## src/rtl/up_controller_pkg.sv

```systemverilog
// up_controller_pkg: shared state enum, etapos width helper and UP pipeline depth default
package up_controller_pkg;
  typedef enum logic [1:0] {IDLE, ISSUE, DRAIN, DONE} up_state_t;
  localparam int MAXLOGFI = 3;
  localparam int PIPELINEMULT = 2;
  localparam int UP_LAT_DEFAULT = MAXLOGFI + PIPELINEMULT + 1;
  function automatic int etapos_w(input int width, input int int_bits);
    return $clog2(width - int_bits - 1 + 2);
  endfunction
endpackage

```

## src/rtl/up_lat_tracker.sv

```systemverilog
// up_lat_tracker: {valid, addr} delay line matching the UP datapath latency
module up_lat_tracker #(
  parameter int DEPTH = 1,
  parameter int AW = 5
) (
  input  logic          clk,
  input  logic          rst,
  input  logic          in_valid,
  input  logic [AW-1:0] in_addr,
  output logic          out_valid,
  output logic [AW-1:0] out_addr,
  output logic          empty
);
  logic [DEPTH-1:0] v;
  logic [AW-1:0] a [DEPTH];
  always_ff @(posedge clk) begin
    if (rst) begin
      v <= '0;
      for (int i = 0; i < DEPTH; i++) a[i] <= '0;
    end else begin
      v[0] <= in_valid;
      a[0] <= in_addr;
      for (int i = 1; i < DEPTH; i++) begin
        v[i] <= v[i-1];
        a[i] <= a[i-1];
      end
    end
  end
  // empty once only the output stage (being written this cycle) may still hold an entry
  always_comb begin
    empty = 1'b1;
    for (int i = 0; i < DEPTH - 1; i++) if (v[i]) empty = 1'b0;
  end
  assign out_valid = v[DEPTH-1];
  assign out_addr = a[DEPTH-1];
endmodule

```

## src/rtl/up_controller.sv

```systemverilog
// up_controller: UP weight/bias update sequencer; UP_PIPELINE_EN selects a pipelined datapath
module up_controller
  import up_controller_pkg::*;
#(
  parameter int cpc = 32,
  parameter int width = 10,
  parameter int int_bits = 2,
  parameter int UP_LAT = UP_LAT_DEFAULT,
  localparam int EW = etapos_w(width, int_bits),
  localparam int AW = cpc > 1 ? $clog2(cpc) : 1
) (
  input  logic          clk,
  input  logic          reset,
  input  logic          start,
  input  logic [EW-1:0] etapos_in,
  input  logic          del_valid,
  output logic [EW-1:0] etapos,
  output logic          rd_en,
  output logic [AW-1:0] rd_addr,
  output logic          wr_en,
  output logic [AW-1:0] wr_addr,
  output logic          busy,
  output logic          done
);
`ifdef UP_PIPELINE_EN
  localparam int L = 1 + UP_LAT;
`else
  localparam int L = 1 + 0 * UP_LAT;
`endif
  up_state_t st, nxt;
  logic [AW-1:0] cnt;
  logic last, empty;
  always_comb begin
    nxt = st;
    rd_en = st == ISSUE && del_valid;
    last = rd_en && cnt == AW'(cpc - 1);
    unique case (st)
      IDLE:  nxt = start ? (etapos_in == '0 ? DRAIN : ISSUE) : IDLE;
      ISSUE: nxt = last ? DRAIN : ISSUE;
      DRAIN: nxt = empty ? DONE : DRAIN;
      DONE:  nxt = IDLE;
    endcase
  end
  // a zero exponent passes through an empty DRAIN so busy covers exactly one cycle
  always_ff @(posedge clk) begin
    if (reset) begin
      st <= IDLE;
      cnt <= '0;
      etapos <= '0;
    end else begin
      st <= nxt;
      if (st == IDLE && start) begin
        etapos <= etapos_in;
        cnt <= '0;
      end else if (rd_en) cnt <= last ? '0 : cnt + 1'b1;
    end
  end
  up_lat_tracker #(.DEPTH(L), .AW(AW)) u_trk (
    .clk(clk), .rst(reset), .in_valid(rd_en), .in_addr(cnt),
    .out_valid(wr_en), .out_addr(wr_addr), .empty(empty)
  );
  assign rd_addr = cnt;
  assign busy = st == ISSUE || st == DRAIN;
  assign done = st == DONE;
endmodule

```

## config.mk

```make
export PLATFORM = sky130hd
export DESIGN_NAME = up_controller
export DESIGN_NICKNAME = d
export VERILOG_FILES = /design/src/rtl/up_controller_pkg.sv /design/src/rtl/up_lat_tracker.sv /design/src/rtl/up_controller.sv
export SDC_FILE = /design/constraint.sdc
export NUM_CORES = 1
export LEC_CHECK = 0
export ABC_AREA = 0
export CELL_PAD_IN_SITES_DETAIL_PLACEMENT = 1
export CELL_PAD_IN_SITES_GLOBAL_PLACEMENT = 2
export CORE_ASPECT_RATIO = 1.25
export CORE_MARGIN = 2
export CORE_UTILIZATION = 28
export CTS_BUF_LIST = sky130_fd_sc_hd__clkbuf_4
export CTS_CLUSTER_SIZE = 8
export DETAILED_ROUTE_END_ITERATION = 10
export GPL_TIMING_DRIVEN = 0
export PLACE_DENSITY = 0.83
export SLEW_MARGIN = 20
export SYNTH_ARGS = -nofsm -noshare
export SYNTH_HDL_FRONTEND = slang
export SYNTH_HIERARCHICAL = 1
export SYNTH_SLANG_ARGS = --single-unit
export TNS_END_PERCENT = 50
```

## constraint.sdc

```tcl
create_clock -name clk -period 2.97 [get_ports clk]
set_clock_uncertainty 0.2 [all_clocks]
set_input_delay 0.891 -clock clk [delete_from_list [all_inputs] [get_ports clk]]
set_output_delay 0.891 -clock clk [all_outputs]
set_load 0.01 [all_outputs]
```

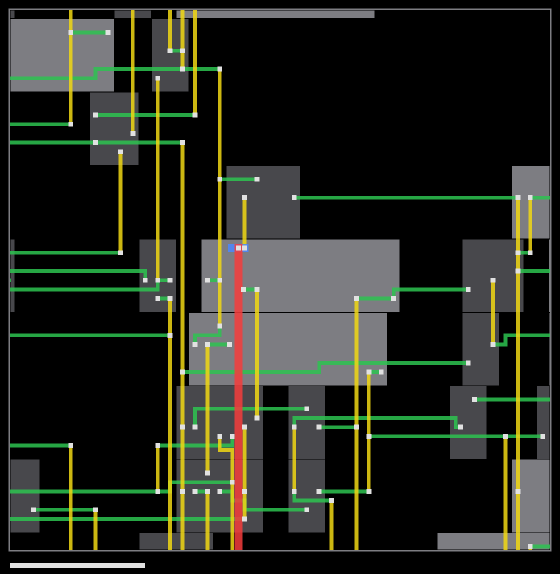
(run_1/zoom.png)
Bar = 5 um. Window x 15 to 35, y 32 to 52 um. Cells in gray, sequential cells in the stronger gray; small squares are vias.
Key: met3 = blue; met2 = yellow; met1 = green; met4 = red
Sequential cells in the window: 3. Netlist names of flops here include rd_addr (2), etapos (1). 14 logic cells have their middle in the window. Most frequent: nand2_1 (3), dfxtp_1 (3).

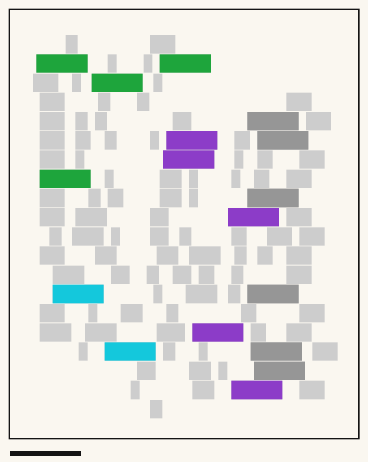
(run_1/registers.png)
Bar = 10 um. Other sequential cells in the stronger gray, the rest of the logic in the fainter gray.
Key: rd_addr = purple [placed flops 5]; etapos = green [placed flops 4, where upper left]; st = cyan [placed flops 2]
Storage cell area: 340 um^2
Seq power: 254 uW
sequential cell area share: 33.1%
post-layout util: 42.3%

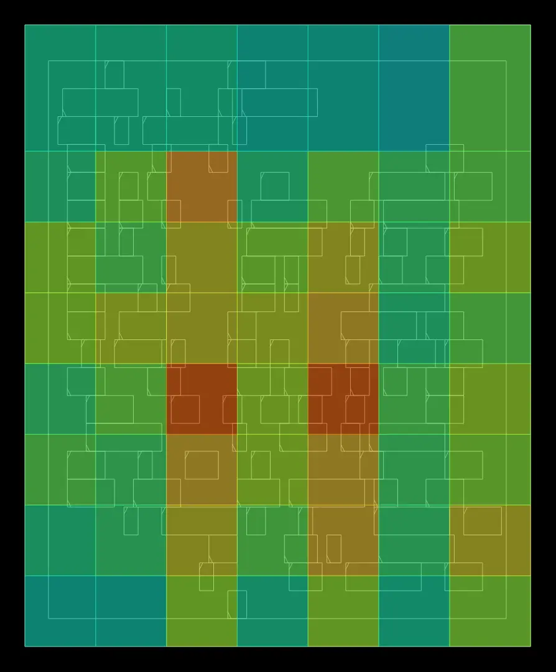
(run_1/final_congestion.png)
total routing usage reported by global routing: 12.6%
wire length per cell after detailed routing: 11.8 um
met3 Track Usage GR: 1.72%
global-route layer with the greatest usage: met2

==> report_table.html, run 1 <==
<!-- implementation run metrics -->
<table>
<tr><th>Metric</th><th>Value</th></tr>
<tr><th colspan="2">Run</th></tr>
<tr><td>Stage-log warning count</td><td>30</td></tr>
<tr><th colspan="2">Critical path</th></tr>
<tr><td>Delay of the slowest critical-path stage</td><td>around 0.53 ns</td></tr>
<tr><td>Worst Path Arrival</td><td>approximately 1.8 ns</td></tr>
<tr><td>Cells on worst reg2reg path</td><td>5</td></tr>
<tr><td>Reg-to-Reg Start</td><td>rd_addr[0]</td></tr>
<tr><td>Last element of the critical path</td><td>rd_en</td></tr>
<tr><td>CP top delay family</td><td>buffers and inverters</td></tr>
<tr><td>Critical path startpoint category</td><td>flip-flop</td></tr>
<tr><td>Bufs and invs on worst path</td><td>3</td></tr>
<tr><td>Worst path most repeated cell</td><td>inv_1</td></tr>
<tr><th colspan="2">Floorplanning</th></tr>
<tr><td>Die Span X</td><td>49.3 um</td></tr>
<tr><td>Number of tap cells added at floorplan</td><td>33</td></tr>
<tr><td>Vertical die dimension</td><td>between 60 and 70 um</td></tr>
<tr><th colspan="2">Layout</th></tr>
<tr><td>Commonest non-fill, non-tap cell in the layout</td><td>clkdlybuf4s50_1</td></tr>
<tr><td>Post-route cell area</td><td>between 1000 and 1500 um^2</td></tr>
<tr><td>Count of clock buffers in the final design</td><td>3</td></tr>
<tr><td>Layout overhead on the synthesized area</td><td>43.0%</td></tr>
<tr><td>Nets@finish</td><td>about 120</td></tr>
<tr><th colspan="2">Worst hold path</th></tr>
<tr><td>Worst min-delay path endpoint</td><td>etapos[3]</td></tr>
<tr><td>Type of the most critical hold path</td><td>flip-flop to flip-flop</td></tr>
<tr><td>Worst Hold Depth</td><td>2</td></tr>
<tr><th colspan="2">Synth</th></tr>
<tr><td>Post-synthesis net count</td><td>about 92</td></tr>
<tr><td>Primary FF master, synth</td><td>dfxtp_1</td></tr>
<tr><td>Largest logic family</td><td>simple AND/OR/NAND/NOR gates</td></tr>
<tr><td>Most repeated cell in the gate-level netlist after synthesis</td><td>dfxtp_1</td></tr>
<tr><td>Synthesis warning total</td><td>6</td></tr>
<tr><td>AO/OA Area Share</td><td>around 10%</td></tr>
<tr><th colspan="2">Global route</th></tr>
<tr><td>Largest net degree at the start of global routing</td><td>11</td></tr>
<tr><td>Number of antenna violations at the first check in global routing</td><td>0</td></tr>
<tr><th colspan="2">Clock network</th></tr>
<tr><td>CTS buffer count</td><td>3</td></tr>
<tr><td>Clock root buffer</td><td>clkbuf_4</td></tr>
<tr><td>Clk_lat worst skew</td><td>0.29 ns</td></tr>
<tr><td>H-Tree Level Count</td><td>1</td></tr>
<tr><th colspan="2">Timing</th></tr>
<tr><td>Final tally of setup violations</td><td>0</td></tr>
<tr><td>Ratio of final minimum period to clock period</td><td>around 96%</td></tr>
<tr><td>Final Hold Vio Count</td><td>0</td></tr>
<tr><th colspan="2">Place</th></tr>
<tr><td>Number of buffer cells added on primary ports</td><td>24</td></tr>
<tr><td>Post-detailed-placement half-perimeter wirelength</td><td>1310 um</td></tr>
<tr><th colspan="2">Route</th></tr>
<tr><td>Post-route DRC violation count</td><td>0</td></tr>
<tr><th colspan="2">Pwr</th></tr>
<tr><td>Power per cell area</td><td>approximately 500 nW/um^2</td></tr>
<tr><td>Power of the combinational group</td><td>between 100 and 150 uW</td></tr>
<tr><td>Largest power group</td><td>registers</td></tr>
<tr><td>Post-layout total power</td><td>between 500 and 600 uW</td></tr>
<tr><th colspan="2">Run status</th></tr>
<tr><td>Result of the run</td><td>finished, final reports clean</td></tr>
</table>
==> run 1 -> run 2 <==
--- a/config.mk
+++ b/config.mk
@@ -8,7 +8,7 @@
 export ABC_AREA = 0
 export CELL_PAD_IN_SITES_DETAIL_PLACEMENT = 1
 export CELL_PAD_IN_SITES_GLOBAL_PLACEMENT = 2
-export CORE_ASPECT_RATIO = 1.25
+export CORE_ASPECT_RATIO = 0.7
 export CORE_MARGIN = 2
 export CORE_UTILIZATION = 28
 export CTS_BUF_LIST = sky130_fd_sc_hd__clkbuf_4
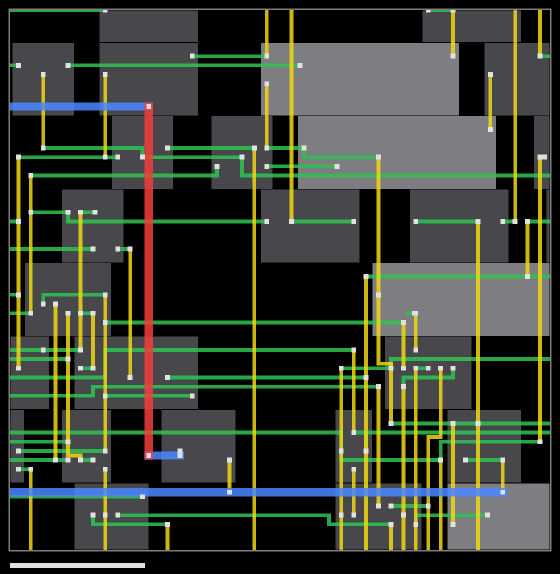
(run_2/zoom.png)
Bar = 5 um. Window x 22 to 42, y 22 to 42 um. Cells in gray, sequential cells in the stronger gray; small squares are vias.

==> report_table.html, run 2 <==
<!-- implementation run metrics -->
<table>
<tr><th>Metric</th><th>Value</th></tr>
<tr><th colspan="2">Timing</th></tr>
<tr><td>Ratio of final minimum period to clock period</td><td>between 90% and 100%</td></tr>
<tr><td>Final tally of setup violations</td><td>0</td></tr>
<tr><td>Final tally of max-slew violations</td><td>0</td></tr>
<tr><td>Hold Slack</td><td>between 0.2 and 0.3 ns</td></tr>
<tr><td>Total Negative Setup Slacks</td><td>0 ns</td></tr>
<tr><td>Final Worst Setup Slack</td><td>0.265 ns</td></tr>
<tr><td>Final Hold Vio Count</td><td>0</td></tr>
<tr><th colspan="2">Pwr</th></tr>
<tr><td>Power of the combinational group</td><td>137 uW</td></tr>
<tr><td>Largest power group</td><td>registers</td></tr>
<tr><td>Seq power</td><td>between 200 and 300 uW</td></tr>
<tr><td>Combinational share of power</td><td>between 20% and 30%</td></tr>
<tr><td>Share of power burned in registers</td><td>around half</td></tr>
<tr><td>Power per cell area</td><td>between 500 and 600 nW/um^2</td></tr>
<tr><td>Internal power contribution</td><td>between 300 and 400 uW</td></tr>
<tr><td>IR drop worst, VDD</td><td>between 0.2 and 0.25 mV</td></tr>
<tr><td>Post-layout total power</td><td>slightly above 500 uW</td></tr>
<tr><th colspan="2">Layout</th></tr>
<tr><td>Layout overhead on the synthesized area</td><td>43.2%</td></tr>
<tr><td>Clock distribution area overhead in the final layout</td><td>under 10%</td></tr>
<tr><td>Nets@finish</td><td>between 100 and 150</td></tr>
<tr><td>Multi-input gate share of the layout cell area</td><td>between 30% and 40%</td></tr>
<tr><td>Storage cell area</td><td>about 340 um^2</td></tr>
<tr><td>Post-route cell area</td><td>about 1000 um^2</td></tr>
<tr><td>Non-clk buf share</td><td>around a quarter</td></tr>
<tr><td>MI comb cells</td><td>between 50 and 60</td></tr>
<tr><td>Top cell category</td><td>multi-input combinational cells</td></tr>
<tr><td>Count of clock buffers in the final design</td><td>3</td></tr>
<tr><td>Commonest non-fill, non-tap cell in the layout</td><td>clkdlybuf4s50_1</td></tr>
<tr><td>Post-layout util</td><td>between 40% and 50%</td></tr>
<tr><td>Sequential cell area share</td><td>roughly a third</td></tr>
<tr><th colspan="2">Synth</th></tr>
<tr><td>Most used standard cells in the synthesized netlist</td><td>dfxtp_1, nand2_1, nand3_1</td></tr>
<tr><td>Synthesis warning total</td><td>6</td></tr>
<tr><td>MUX area fraction</td><td>0%</td></tr>
<tr><td>Share of synthesized cell area in full adder, half adder and majority cells</td><td>between 10% and 20%</td></tr>
<tr><td>Primary FF master, synth</td><td>dfxtp_1</td></tr>
<tr><td>Mean post-synth cell area</td><td>about 9.3 um^2</td></tr>
<tr><td>Post-synthesis net count</td><td>between 90 and 100</td></tr>
<tr><td>AO/OA Area Share</td><td>about 10%</td></tr>
<tr><td>Most repeated cell in the gate-level netlist after synthesis</td><td>dfxtp_1</td></tr>
<tr><td>Largest logic family</td><td>simple AND/OR/NAND/NOR gates</td></tr>
<tr><td>Area figure in the yosys stat output</td><td>~720 um^2</td></tr>
<tr><td>Post-Synth Simple-Gate Area</td><td>a little under a quarter</td></tr>
<tr><td>Number of synthesized flops with an enable pin</td><td>0</td></tr>
<tr><th colspan="2">Clock network</th></tr>
<tr><td>Hold Buf Count CTS</td><td>0</td></tr>
<tr><td>H-Tree Level Count</td><td>1</td></tr>
<tr><td>Clock tree from TritonCTS</td><td>built</td></tr>
<tr><td>Clk_lat worst skew</td><td>~0.29 ns</td></tr>
<tr><td>Clock root buffer</td><td>clkbuf_4</td></tr>
<tr><td>CTS buffer count</td><td>3</td></tr>
<tr><td># Post-CTS Setup Buffers</td><td>0</td></tr>
<tr><th colspan="2">Route</th></tr>
<tr><td>DRT Pass-1 Iters</td><td>4</td></tr>
<tr><td>DR WL met2</td><td>752 um</td></tr>
<tr><td>Number of nets with antenna violations after detailed routing</td><td>0</td></tr>
<tr><td>Detailed router's first-iteration violation count</td><td>1</td></tr>
<tr><td>Post-route DRC violation count</td><td>0</td></tr>
<tr><td>Met3 wire len</td><td>74 um</td></tr>
<tr><th colspan="2">Global route</th></tr>
<tr><td>Global-route wire length before repair</td><td>~2700 um</td></tr>
<tr><td>Number of antenna violations at the first check in global routing</td><td>0</td></tr>
<tr><td>Met3 Track Usage GR</td><td>roughly 5.4%</td></tr>
<tr><td>Global routing met1 resource utilization</td><td>about 15%</td></tr>
<tr><td>Largest net degree at the start of global routing</td><td>11</td></tr>
<tr><td>Global-route layer with the greatest usage</td><td>met2</td></tr>
<tr><td>GR Layer Usage met2</td><td>~20%</td></tr>
<tr><th colspan="2">Floorplanning</th></tr>
<tr><td>Vertical die dimension</td><td>around 46 um</td></tr>
<tr><td>Fraction of the core area occupied by cells at floorplan</td><td>between 20 and 30%</td></tr>
<tr><td>Number of tap cells added at floorplan</td><td>34</td></tr>
<tr><td>Die Span X</td><td>between 60 and 70 um</td></tr>
<tr><td>I/O pin total</td><td>26</td></tr>
<tr><th colspan="2">Worst hold path</th></tr>
<tr><td>Worst Hold Depth</td><td>2</td></tr>
<tr><td>Source of the worst hold timing path</td><td>etapos[0]</td></tr>
<tr><td>Worst min-delay path endpoint</td><td>etapos[0]</td></tr>
<tr><td>Type of the most critical hold path</td><td>flip-flop to flip-flop</td></tr>
<tr><th colspan="2">Run status</th></tr>
<tr><td>Result of the run</td><td>finished, final reports clean</td></tr>
<tr><th colspan="2">Critical path</th></tr>
<tr><td>Cell Chain, Critical Path</td><td>clkdlybuf4s15_2 &gt; nand2_2 &gt; inv_1 &gt; dlygate4sd2_1</td></tr>
<tr><td>CP top delay family</td><td>buffers and inverters</td></tr>
<tr><td>Cells on worst reg2reg path</td><td>5</td></tr>
<tr><td>Delay of the slowest critical-path stage</td><td>around 0.28 ns</td></tr>
<tr><td>FF-to-FF setup slack</td><td>approximately 1.3 ns</td></tr>
<tr><td>Reg-to-Reg Start</td><td>rd_addr[0]</td></tr>
<tr><td>Bufs and invs on worst path</td><td>3</td></tr>
<tr><td>Worst Path Arrival</td><td>1.61 ns</td></tr>
<tr><td>Cell with the largest stage delay on the worst path</td><td>dlygate4sd2_1</td></tr>
<tr><td>Last element of the critical path</td><td>rd_en</td></tr>
<tr><td>Critical path startpoint category</td><td>input port</td></tr>
<tr><th colspan="2">Place</th></tr>
<tr><td>Post-detailed-placement half-perimeter wirelength</td><td>about 1400 um</td></tr>
<tr><td>Number of buffer cells added on primary ports</td><td>24</td></tr>
<tr><th colspan="2">Run</th></tr>
<tr><td>Stage-log warning count</td><td>30</td></tr>
</table>
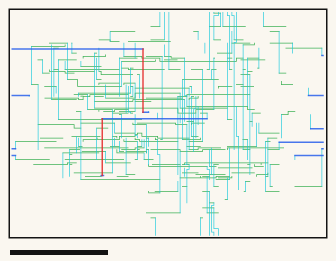
(run_2/metal_stack.png)
Bar = 20 um.
Key: met4 = red [wire length 24.5 um]; met3 = blue [wire length 75.0 um]; met1 = green [wire length 852 um]; met2 = cyan [wire length 752 um]
detailed-route via count: 619
wire length per cell after detailed routing: 12.3 um
total routing usage reported by global routing: 12.6%
Total Wirelength: 1700 um

==> run 2 -> run 3 <==
--- a/config.mk
+++ b/config.mk
@@ -21,4 +21,4 @@
 export SYNTH_HDL_FRONTEND = slang
 export SYNTH_HIERARCHICAL = 1
 export SYNTH_SLANG_ARGS = --single-unit
-export TNS_END_PERCENT = 50
+export TNS_END_PERCENT = 10
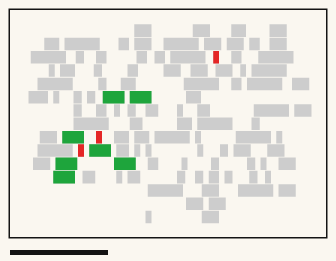
(run_3/gate_families.png)
Bar = 20 um.
Key: adder and majority cells = green [cells 7, most used ha_1]; inverters = red [cells 3, most used inv_1]

==> report_table.html, run 3 <==
<!-- implementation run metrics -->
<table>
<tr><th>Metric</th><th>Value</th></tr>
<tr><th colspan="2">Timing</th></tr>
<tr><td>Final tally of max-slew violations</td><td>0</td></tr>
<tr><td>Final tally of setup violations</td><td>0</td></tr>
<tr><td>Total Negative Setup Slacks</td><td>0 ns</td></tr>
<tr><td>Final Hold Vio Count</td><td>0</td></tr>
<tr><td>Final Worst Setup Slack</td><td>0.265 ns</td></tr>
<tr><td>Hold Slack</td><td>~0.26 ns</td></tr>
<tr><th colspan="2">Floorplanning</th></tr>
<tr><td>Die Span X</td><td>about 65 um</td></tr>
<tr><td>Number of tap cells added at floorplan</td><td>34</td></tr>
<tr><td>Fraction of the core area occupied by cells at floorplan</td><td>29.4%</td></tr>
<tr><td>Vertical die dimension</td><td>about 46 um</td></tr>
<tr><td>I/O pin total</td><td>26</td></tr>
<tr><th colspan="2">Clock network</th></tr>
<tr><td>CTS sink count</td><td>17</td></tr>
<tr><td># Post-CTS Setup Buffers</td><td>0</td></tr>
<tr><td>Clk_lat worst skew</td><td>about 0.29 ns</td></tr>
<tr><td>Hold Buf Count CTS</td><td>0</td></tr>
<tr><td>Maximum clock insertion buffer count</td><td>2</td></tr>
<tr><td>Clock root buffer</td><td>clkbuf_4</td></tr>
<tr><td>CTS buffer count</td><td>3</td></tr>
<tr><td>H-Tree Level Count</td><td>1</td></tr>
<tr><th colspan="2">Pwr</th></tr>
<tr><td>Share of power burned in registers</td><td>approximately 50%</td></tr>
<tr><td>Internal power contribution</td><td>358 uW</td></tr>
<tr><td>Post-layout total power</td><td>a little over 500 uW</td></tr>
<tr><td>Power per cell area</td><td>500 nW/um^2</td></tr>
<tr><td>Seq power</td><td>between 200 and 300 uW</td></tr>
<tr><td>Power of the combinational group</td><td>between 100 and 150 uW</td></tr>
<tr><td>Combinational share of power</td><td>a little over a quarter</td></tr>
<tr><td>IR drop worst, VDD</td><td>0.219 mV</td></tr>
<tr><th colspan="2">Critical path</th></tr>
<tr><td>FF-to-FF setup slack</td><td>between 1 and 1.5 ns</td></tr>
<tr><td>Critical path startpoint category</td><td>input port</td></tr>
<tr><td>Delay of the slowest critical-path stage</td><td>roughly 0.28 ns</td></tr>
<tr><td>Bufs and invs on worst path</td><td>3</td></tr>
<tr><td>CP top delay family</td><td>buffers and inverters</td></tr>
<tr><td>Reg-to-Reg Start</td><td>rd_addr[0]</td></tr>
<tr><td>Cells on worst reg2reg path</td><td>5</td></tr>
<tr><td>Cell Chain, Critical Path</td><td>clkdlybuf4s15_2 &gt; nand2_2 &gt; inv_1 &gt; dlygate4sd2_1</td></tr>
<tr><td>Last element of the critical path</td><td>rd_en</td></tr>
<tr><td>Cell with the largest stage delay on the worst path</td><td>dlygate4sd2_1</td></tr>
<tr><td>Worst Path Arrival</td><td>around 1.6 ns</td></tr>
<tr><th colspan="2">Synth</th></tr>
<tr><td>Area figure in the yosys stat output</td><td>around 720 um^2</td></tr>
<tr><td>Number of synthesized flops with an enable pin</td><td>0</td></tr>
<tr><td>Largest logic family</td><td>simple AND/OR/NAND/NOR gates</td></tr>
<tr><td>Share of synthesized cell area in full adder, half adder and majority cells</td><td>approximately an eighth</td></tr>
<tr><td>Post-synthesis net count</td><td>slightly above 90</td></tr>
<tr><td>AO/OA Area Share</td><td>roughly a tenth</td></tr>
<tr><td>MUX area fraction</td><td>0%</td></tr>
<tr><td>Primary FF master, synth</td><td>dfxtp_1</td></tr>
<tr><td>Post-Synth Simple-Gate Area</td><td>a little under a quarter</td></tr>
<tr><td>Most repeated cell in the gate-level netlist after synthesis</td><td>dfxtp_1</td></tr>
<tr><td>Synthesis warning total</td><td>6</td></tr>
<tr><td>Mean post-synth cell area</td><td>9.33 um^2</td></tr>
<tr><td>XORs/XNORs by Area</td><td>under 10%</td></tr>
<tr><td>Most used standard cells in the synthesized netlist</td><td>dfxtp_1, nand2_1, nand3_1</td></tr>
<tr><th colspan="2">Worst hold path</th></tr>
<tr><td>Worst min-delay path endpoint</td><td>etapos[0]</td></tr>
<tr><td>Source of the worst hold timing path</td><td>etapos[0]</td></tr>
<tr><td>Worst Hold Depth</td><td>2</td></tr>
<tr><th colspan="2">Global route</th></tr>
<tr><td>Number of antenna violations at the first check in global routing</td><td>0</td></tr>
<tr><td>Total routing usage reported by global routing</td><td>roughly an eighth</td></tr>
<tr><td>Largest net degree at the start of global routing</td><td>11</td></tr>
<tr><td>Global-route layer with the greatest usage</td><td>met2</td></tr>
<tr><td>Global-route wire length before repair</td><td>approximately 2700 um</td></tr>
<tr><th colspan="2">Route</th></tr>
<tr><td>Post-route DRC violation count</td><td>0</td></tr>
<tr><td>Met3 wire len</td><td>roughly 74 um</td></tr>
<tr><td>Number of nets with antenna violations after detailed routing</td><td>0</td></tr>
<tr><td>DR WL met2</td><td>752 um</td></tr>
<tr><td>Wire length per cell after detailed routing</td><td>between 10 and 15 um</td></tr>
<tr><td>Detailed-route via count</td><td>around 620</td></tr>
<tr><td>DRT Pass-1 Iters</td><td>4</td></tr>
<tr><td>Total Wirelength</td><td>1700 um</td></tr>
<tr><th colspan="2">Layout</th></tr>
<tr><td>Count of clock buffers in the final design</td><td>3</td></tr>
<tr><td>Non-clk buf share</td><td>24.8%</td></tr>
<tr><td>Commonest non-fill, non-tap cell in the layout</td><td>clkdlybuf4s50_1</td></tr>
<tr><td>Multi-input gate share of the layout cell area</td><td>around 34%</td></tr>
<tr><td>Storage cell area</td><td>~340 um^2</td></tr>
<tr><td>Top cell category</td><td>multi-input combinational cells</td></tr>
<tr><td>Clock distribution area overhead in the final layout</td><td>2.68%</td></tr>
<tr><td>Nets@finish</td><td>121</td></tr>
<tr><td>MI comb cells</td><td>~54</td></tr>
<tr><td>Sequential cell area share</td><td>approximately a third</td></tr>
<tr><th colspan="2">Place</th></tr>
<tr><td>Number of buffer cells added on primary ports</td><td>24</td></tr>
<tr><th colspan="2">Run</th></tr>
<tr><td>Stage-log warning count</td><td>30</td></tr>
<tr><th colspan="2">Run status</th></tr>
<tr><td>Result of the run</td><td>finished, final reports clean</td></tr>
</table>
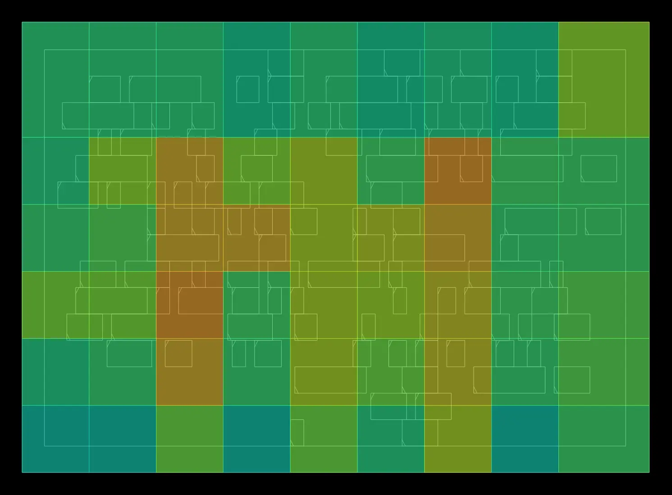
(run_3/final_congestion.png)
GR Layer Usage met2: 20.0%
met3 Track Usage GR: 5.38%
global routing met1 resource utilization: 15.3%
post-layout util: 42.2%

Power is estimated from default activity; no workload was simulated.
